[config.mk]
export PLATFORM = sky130hd
export DESIGN_NAME = mem_port_arbiter
export DESIGN_NICKNAME = d
export VERILOG_FILES = /design/src/rtl/mem_port_arbiter.sv
export SDC_FILE = /design/constraint.sdc
export NUM_CORES = 1
export LEC_CHECK = 0
export CAP_MARGIN = 15
export CORE_MARGIN = 2
export CORE_UTILIZATION = 45
export DETAILED_ROUTE_END_ITERATION = 16
export MAX_ROUTING_LAYER = met4
export PLACE_DENSITY = 0.86
export SLEW_MARGIN = 20
export SYNTH_ARGS = -nofsm -noshare
export SYNTH_HDL_FRONTEND = slang
export SYNTH_SLANG_ARGS = --single-unit
[constraint.sdc]
create_clock -name clock -period 12.9 [get_ports clock]
set_input_delay 3.87 -clock clock [delete_from_list [all_inputs] [get_ports clock]]
set_output_delay 3.87 -clock clock [all_outputs]
set_load 0.02 [all_outputs]
[src/rtl/mem_port_arbiter.sv]
// Arbitrates one fixed-latency single-ported memory between instruction fetch and
// load/store, with data-first priority and a starvation guard for fetch.
module mem_port_arbiter #(
  parameter int unsigned ADDR_W     = 32,
  parameter int unsigned DATA_W     = 32,
  parameter int unsigned MEM_LAT    = 2,
  parameter int unsigned STARVE_MAX = 4
) (
  input  logic              clock,
  input  logic              reset,
  input  logic              if_req,
  input  logic [ADDR_W-1:0] if_addr,
  output logic [DATA_W-1:0] if_rdata,
  output logic              if_done,
  input  logic              d_req,
  input  logic              d_we,
  input  logic [ADDR_W-1:0] d_addr,
  input  logic [DATA_W-1:0] d_wdata,
  output logic [DATA_W-1:0] d_rdata,
  output logic              d_done,
  output logic              mem_en,
  output logic [ADDR_W-1:0] mem_addr,
  output logic              mem_read_write,
  output logic [DATA_W-1:0] mem_data_in,
  input  logic [DATA_W-1:0] mem_data_out,
  output logic              busy
);

  localparam int unsigned WAIT_W   = $clog2(MEM_LAT + 1);
  localparam int unsigned STARVE_W = $clog2(STARVE_MAX + 1);

  typedef enum logic [1:0] {
    S_IDLE   = 2'd0,
    S_ACCESS = 2'd1,
    S_DONE   = 2'd2
  } state_t;

  state_t              r_state;
  logic                r_owner_d;
  logic [ADDR_W-1:0]   r_addr;
  logic                r_we;
  logic [DATA_W-1:0]   r_wdata;
  logic [WAIT_W-1:0]   r_wait;
  logic [STARVE_W-1:0] r_starve;
  logic [DATA_W-1:0]   r_if_rdata;
  logic [DATA_W-1:0]   r_d_rdata;
  logic                r_if_done;
  logic                r_d_done;
  logic                r_mem_en;
  logic                r_busy;

  state_t              w_state_nxt;
  logic                w_grant_d;
  logic                w_owner_d_nxt;
  logic [ADDR_W-1:0]   w_addr_nxt;
  logic                w_we_nxt;
  logic [DATA_W-1:0]   w_wdata_nxt;
  logic [WAIT_W-1:0]   w_wait_nxt;
  logic [STARVE_W-1:0] w_starve_nxt;
  logic [DATA_W-1:0]   w_if_rdata_nxt;
  logic [DATA_W-1:0]   w_d_rdata_nxt;
  logic                w_if_done_nxt;
  logic                w_d_done_nxt;
  logic                w_mem_en_nxt;
  logic                w_busy_nxt;

  // Next-state, request latching and registered-output decode
  always_comb begin
    w_state_nxt    = r_state;
    w_grant_d      = 1'b0;
    w_owner_d_nxt  = r_owner_d;
    w_addr_nxt     = r_addr;
    w_we_nxt       = r_we;
    w_wdata_nxt    = r_wdata;
    w_wait_nxt     = r_wait;
    w_starve_nxt   = r_starve;
    w_if_rdata_nxt = r_if_rdata;
    w_d_rdata_nxt  = r_d_rdata;

    case (r_state)
      S_IDLE: begin
        if (if_req || d_req) begin
          // Data wins ties unless fetch has lost STARVE_MAX arbitrations in a row
          w_grant_d     = d_req && !(if_req && (r_starve == STARVE_W'(STARVE_MAX)));
          w_state_nxt   = S_ACCESS;
          w_owner_d_nxt = w_grant_d;
          w_addr_nxt    = w_grant_d ? d_addr : if_addr;
          w_we_nxt      = w_grant_d & d_we;
          w_wdata_nxt   = w_grant_d ? d_wdata : '0;
          w_wait_nxt    = '0;
          if (!w_grant_d) begin
            w_starve_nxt = '0;
          end else if (if_req && (r_starve != STARVE_W'(STARVE_MAX))) begin
            w_starve_nxt = r_starve + STARVE_W'(1);
          end
        end
      end
      S_ACCESS: begin
        w_wait_nxt = r_wait + WAIT_W'(1);
        if (r_wait == WAIT_W'(MEM_LAT - 1)) begin
          w_state_nxt = S_DONE;
          if (!r_we) begin
            if (r_owner_d) begin
              w_d_rdata_nxt = mem_data_out;
            end else begin
              w_if_rdata_nxt = mem_data_out;
            end
          end
        end
      end
      S_DONE: begin
        w_state_nxt = S_IDLE;
      end
      default: begin
        w_state_nxt = S_IDLE;
      end
    endcase

    w_mem_en_nxt  = (w_state_nxt == S_ACCESS);
    w_busy_nxt    = (w_state_nxt != S_IDLE);
    w_if_done_nxt = (w_state_nxt == S_DONE) && !w_owner_d_nxt;
    w_d_done_nxt  = (w_state_nxt == S_DONE) && w_owner_d_nxt;
  end

  // State and output registers
  always_ff @(posedge clock or posedge reset) begin
    if (reset) begin
      r_state    <= S_IDLE;
      r_owner_d  <= 1'b0;
      r_addr     <= '0;
      r_we       <= 1'b0;
      r_wdata    <= '0;
      r_wait     <= '0;
      r_starve   <= '0;
      r_if_rdata <= '0;
      r_d_rdata  <= '0;
      r_if_done  <= 1'b0;
      r_d_done   <= 1'b0;
      r_mem_en   <= 1'b0;
      r_busy     <= 1'b0;
    end else begin
      r_state    <= w_state_nxt;
      r_owner_d  <= w_owner_d_nxt;
      r_addr     <= w_addr_nxt;
      r_we       <= w_we_nxt;
      r_wdata    <= w_wdata_nxt;
      r_wait     <= w_wait_nxt;
      r_starve   <= w_starve_nxt;
      r_if_rdata <= w_if_rdata_nxt;
      r_d_rdata  <= w_d_rdata_nxt;
      r_if_done  <= w_if_done_nxt;
      r_d_done   <= w_d_done_nxt;
      r_mem_en   <= w_mem_en_nxt;
      r_busy     <= w_busy_nxt;
    end
  end

  assign if_rdata       = r_if_rdata;
  assign if_done        = r_if_done;
  assign d_rdata        = r_d_rdata;
  assign d_done         = r_d_done;
  assign mem_en         = r_mem_en;
  assign mem_addr       = r_addr;
  assign mem_read_write = r_we;
  assign mem_data_in    = r_wdata;
  assign busy           = r_busy;

endmodule

### Register map, names as in the netlist, run 1

(2 px per um)
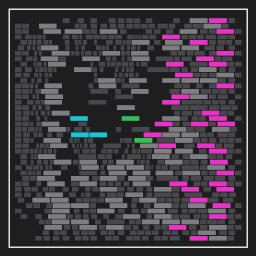
[`r_starve`] cyan | flops: 3
[`d_rdata`] magenta | flops: 32 | where: a vertical strip on the right
[`r_wait`] green | flops: 2
not coloured: 104

### Congestion heat map, run 1

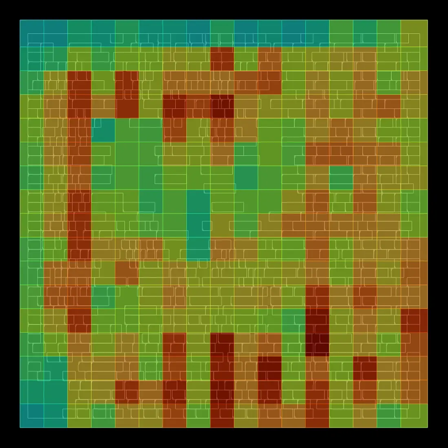
Global Route Usage Sum: 25.8%
met1 usage: 31.6%
Final Util: 72.6%
GRT Max-Usage Layer: met2
GRT met2 Usage: 41.4%

### Metal layers overlaid, run 1

(3 px per um)
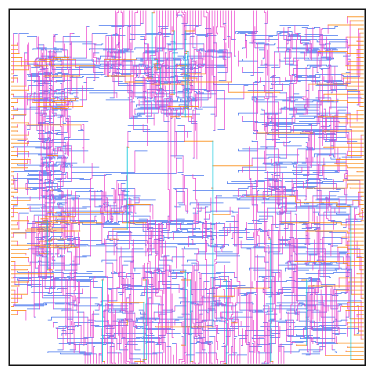
[met1] blue | wire length: 6930 um
[met2] magenta | wire length: 8540 um
[met4] cyan | wire length: 472 um
[met3] orange | wire length: 1360 um

==> run notes, run 1 <==
impl run done, here's what came out: largest net degree at the start of global routing=84, Detailed Place HPWL=11900 um, switching share of power=37.0%, TNS Setup=0 ns, Sequential Area=3530 sq um, Comb/total area=23.5%, crit-path max FO=38, total chip power=2480 uW, fin crit period=about 6 ns, Crit path max-delay family=simple AND/OR/NAND/NOR gates, Flop pwr share=31.9%, Post-Synthesis Cells=450, Max-cap violations=0, RSZ-0062 raised after global routing=no, top-count cell post-synth=dfrtp_1, Worst-Margin Slew=1.04 ns, hold-fix buffer count after cts=0, CP Capture Point=mem_data_in[28]$_DFFE_PP0P_, Crit path required time=~13 ns, endpoint of the worst hold path=if_rdata[6]$_DFFE_PP0P_, Critical Path AT=6.31 ns, Die Area=14000 sq um, router iterations before antenna repair=5, WHS=0.503 ns, setup bufs post-CTS=0, via count=roughly 4900, Clock Skews=0.0139 ns, r2r worst-path depth=5, nets=832, hold depth=1, status=finished, final reports clean, Die Wd=roughly 120 um
[run 1: metal layers]
| metal | up-vias | share of wire [%] | global-route usage, % |
|---|---|---|---|
| li1 | 2172 | - | - |
| met1 | 2423 | 40 | 31.6 |
| met2 | 294 | 49 | 41.4 |
| met3 | 43 | 7.9 | 6.23 |
| met4 | 0 | 2.7 | 9.86 |
| met5 | - | 0 | - |
[run 1: flip-flops by register name, summed over array words and instances (netlist names)]
| name | count |
|---|---|
| d_rdata | 32 |
| r_state | 2 |
| busy | 1 |
| r_owner_d | 1 |
| mem_data_in | 32 |
| d_done | 1 |
| mem_addr | 32 |
| mem_read_write | 1 |
| if_done | 1 |
| r_starve | 3 |
| if_rdata | 32 |
| mem_en | 1 |
| r_wait | 2 |
[run 1: power groups by stage]
stage | registers [uW] | logic, uW | clock network [uW]
finish | 791 | 1210 | 486
global route | 812 | 1280 | 512
CTS | 790 | 1210 | 491
detailed placement | 789 | 1200 | 0
global placement | 776 | 1170 | 0
floorplan | 1010 | 430 | 0
[run 1: cell usage in the layout, fill, tap and decap left out, drive strengths merged]
master,instances
ha,3
clkinv,4
nor2,3
o21ai,39
a21o,1
nor3,1
clkdlybuf4s50,265
or2,2
nand2b,3
nand2,4
nand3,34
and3,1
buf,5
nand4,33
dfrtp,141
clkbuf,19
inv,6
mux2,64
or3b,2
nand3b,1
clkinvlp,2
o211ai,34
a22o,34
bufinv,3
and2,2
[run 1: cells by family (layout without fill, tap and decap cells)]
kind of cell,after synthesis,after routing,share of synthesized area [%]
buf+inv,48,304,3.62
simple gates,86,86,8.53
compound gates,108,108,12.9
fa+ha+maj,3,3,0.640
mux,64,64,14.2
flops,141,141,60.1
### Pin map, run 1

(2 px per um) Pins as bars across the die edge, other pins in grey.
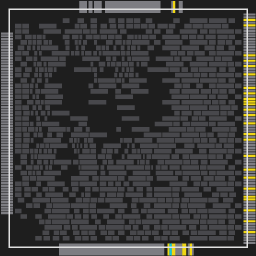

==> run 1 -> run 2 <==
- CORE_UTILIZATION: 45 -> 42
- PLACE_DENSITY: 0.86 -> 0.81
- clock period: 12.9 -> 5.75 ns (I/O delays scaled with it)
### Pin map, run 2

(2 px per um) Pins as bars across the die edge, other pins in grey.
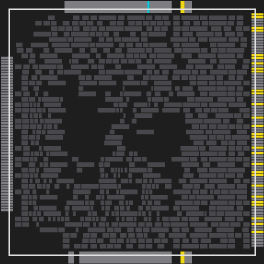
[`mem_en`] cyan | pins: 1 | direction: output | edge: top
[`mem_data_out`] yellow | pins: 32 | direction: input | edge: 28 right, 2 top, 2 bottom

==> run notes, run 2 <==
impl run done, here's what came out: total chip power=5450 uW (+120%), multiplexer area fraction after synthesis=14.2% (unchanged), via count=4892 (-0.81%), status=finished, final reports clean, Clock Sinks=~140, r2r worst-path depth=5 (unchanged), crit-path max FO=37 (-2.6%), Die Wd=122 um (+3.4%), Post-Syn Nets=just under 600, Detailed Place HPWL=11400 um (-4.4%), fin crit period=between 3 and 4 ns, hold depth=1 (unchanged), number of enable flip-flop cells=0, top logic cells by instance count in the layout=265 x clkdlybuf4s50_1, 141 x dfrtp_1, 39 x o21ai_0, ratio of cells with drive above 1 in the final layout=15.4%, Final Util=66.6% (-6.0 points), xor/xnor share=0% (unchanged), router iterations before antenna repair=7 (+2), Die Area=14900 sq um (+6.9%), clk buf depth=2, yosys aoi share=12.9% (unchanged), Clock Skews=0.00759 ns (-0.00634 ns), Global Route Usage Sum=23.1% (-2.6 points), RSZ-0062 raised after global routing=no, hold-fix buffer count after cts=0 (unchanged), Crit path required time=6.05 ns (-7.13 ns), setup bufs post-CTS=0 (unchanged), Max IR drop VDD=about 220 uV, endpoint of the worst hold path=if_rdata[25]$_DFFE_PP0P_, Crit path max-delay family=simple AND/OR/NAND/NOR gates, Post-Synthesis Cells=450 (unchanged), TNS Setup=0 ns (unchanged), Initial Util=a little over two fifths, TritonCTS clock tree=built, Antenna Cells=0, clk ins delay skew pair=0.41 ns, Critical Path AT=3.94 ns (-2.37 ns), Sequential Area=3530 sq um (unchanged), largest net degree at the start of global routing=123 (+46%), top-count cell post-synth=dfrtp_1, nets=833 (+0.12%), adder share=0.640% (unchanged), Top cell excl fill/tap=clkdlybuf4s50_1, Max-cap violations=0 (unchanged), Basic Gates by Area=8.53% (unchanged), Worst-Margin Slew=1.07 ns (+0.0319 ns), Largest logic family=multiplexers
### Metal layers overlaid, run 2

(3 px per um)
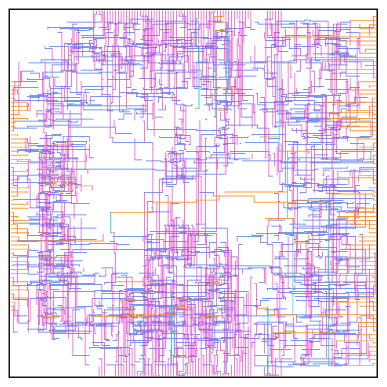
[met1] blue | wire length: 6600 um
[met2] magenta | wire length: 8370 um
[met4] cyan | wire length: 390 um
[met3] orange | wire length: 1360 um

[run 2: final cells by class]
cell class	count	area share, %
clock buffers	21	5.02
clock inverters	11	0.941
inverters	5	0.286
multi-input cells	261	23.5
flip-flops and latches	141	38.4
well taps	180	2.45
repair buffers	271	29.4
[run 2: per-stage QoR]
stage	std cells	hold slack [ns]	worst slack, ns	area (sq um)
floorplan	450	0.466	0.244	5870
global placement	858	0.471	1.52	8620
detailed placement	858	0.483	1.36	8620
CTS	890	0.487	1.79	9170
global route	890	0.498	1.99	9180
finish	890	0.486	2.11	9180
[run 2: worst max path at each step]
stage          startpoint                     endpoint  depth (start not counted)
3_3_place_gp       if_req  mem_data_in[21]$_DFFE_PP0P_                          4
4_1_cts            if_req  mem_data_in[20]$_DFFE_PP0P_                          4
3_5_place_dp       if_req  mem_data_in[20]$_DFFE_PP0P_                          4
2_1_floorplan       reset               busy$_DFF_PP0_                          1
5_1_grt            if_req   mem_data_in[9]$_DFFE_PP0P_                          4
6_report           if_req  mem_data_in[20]$_DFFE_PP0P_                          4
[run 2: layer usage]
metal  share of wire [%]  GRT usage (%)  routed length (um)  vias up
met5                   0              -                   0        -
met1                  39           27.1                6600     2430
met4                 2.3           10.1                 389        0
met3                 8.1           6.18                1360       37
met2                  50           37.4                8370      248
li1                    -              -                   -     2177
[run 2: logic make-up (layout without fill, tap and decap cells)]
family | count (synthesis) | after routing
muxes | 64 | 64
and+or+nand+nor | 86 | 86
DFF | 141 | 141
AOI/OAI and AO/OA | 108 | 108
buffers and inverters | 48 | 308
adders and majority gates | 3 | 3
[run 2: report_power, final]
part | switching (uW) | leakage, uW | internal, uW
Sequential | 285 | 0.00171 | 1470
Clock | 417 | 0.000252 | 577
Combinational | 1350 | 0.00186 | 1360
### Wires at chosen ports, followed through buffers, run 2

(3 px per um)
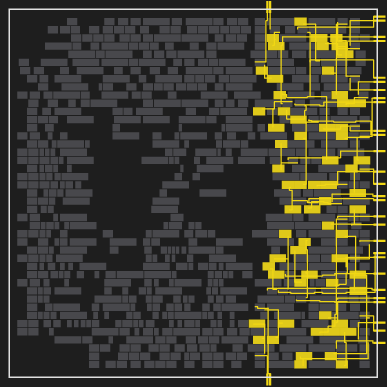

==> run 2 -> run 3 <==
- clock period: 5.75 -> 3.4 ns (I/O delays scaled with it)
### Wires at chosen ports, followed through buffers, run 3

(3 px per um)
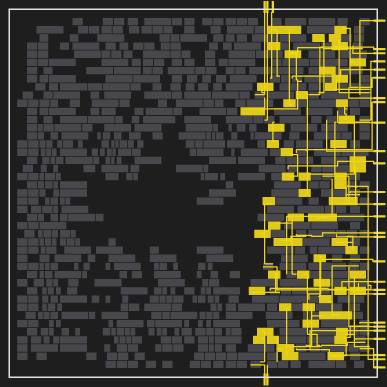
[`mem_data_out`] yellow | bits: 32 | direction: input | edge: 27 right, 3 top, 2 bottom | end cells: 64 | buffers: 32 | wire: 1500 um

==> run notes, run 3 <==
impl run done, here's what came out: RSZ-0062 raised after global routing=no, Antenna Cells=0 (unchanged), Critical Path AT=1.52 ns (-2.42 ns), met2 WL post-DR=8260 um (-1.4%), top-count cell post-synth=dfrtp_1, status=finished, final reports clean, Die Wd=122 um (unchanged), clk buf depth=2 (unchanged), Top cell excl fill/tap=clkdlybuf4s50_1, Crit path required time=2.38 ns (-3.67 ns), Die Area=14900 sq um (unchanged), Global Route Usage Sum=23.2% (+0.094 points), total chip power=9350 uW (+71%), WHS=0.486 ns (+0.000125 ns), via count=4814 (-1.6%), TNS Setup=0 ns (unchanged), final instance area=9240 sq um (+0.63%), DR top layer=met4, clk ins delay skew pair=0.41 ns (about the same), Clock Skews=0.00762 ns (+0.0000314 ns)
### Metal layers overlaid, run 3

(3 px per um)
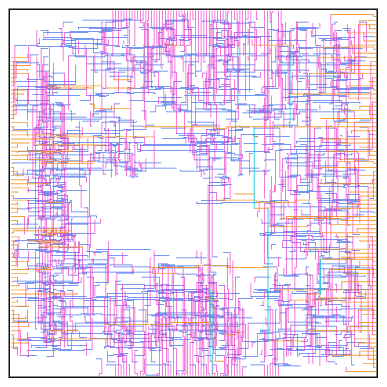
[met2] magenta | wire length: 8260 um
[met4] cyan | wire length: 254 um
[met3] orange | wire length: 1700 um
[met1] blue | wire length: 6520 um

## run 3: power breakdown
group | switching [uW] | internal, uW | total, uW
Sequential | 474 | 2490 | 2960
Combinational | 2270 | 2300 | 4570
Clock | 684 | 1140 | 1820
## run 3: worst paths after layout
path	from	end	slack, ns	cells after the start
max in group asynchronous	reset	mem_addr[18]$_DFFE_PP0P_	1.63	3
worst min register to register	if_rdata[26]$_DFFE_PP0P_	if_rdata[26]$_DFFE_PP0P_	0.49	1
worst max-delay path	mem_read_write$_DFFE_PP0P_	mem_read_write	0.86	1
min in group asynchronous	reset	if_rdata[13]$_DFFE_PP0P_	1.14	3
worst min-delay path	if_rdata[26]$_DFFE_PP0P_	if_rdata[26]$_DFFE_PP0P_	0.49	1
worst max register to register	r_wait[1]$_DFFE_PP0P_	d_rdata[22]$_DFFE_PP0P_	1.34	6
## run 3: cell type report
cell class	count	area, sq um
Fill cell	1002	4540
Sequential cell	141	3530
Timing Repair Buffer	273	2730
Multi-Input combinational cell	261	2150
Clock buffer	22	474
Tap cell	180	225
Clock inverter	8	109
Inverter	5	22.5
## run 3: per-layer routing
layer	global-route usage, %	up-vias
met1	27.0	2348
met4	7.61	0
met3	7.96	25
met2	37.7	256
met5	-	-
li1	-	2185
## run 3: cell families after synthesis
kind of cell,Yosys count,synth area share (%)
simple gates,86,8.53
compound gates,108,12.9
buf+inv,48,3.62
mux,64,14.2
fa+ha+maj,3,0.640
flops,141,60.1
Power figures rest on the tool's default switching activity, not on a simulated workload.
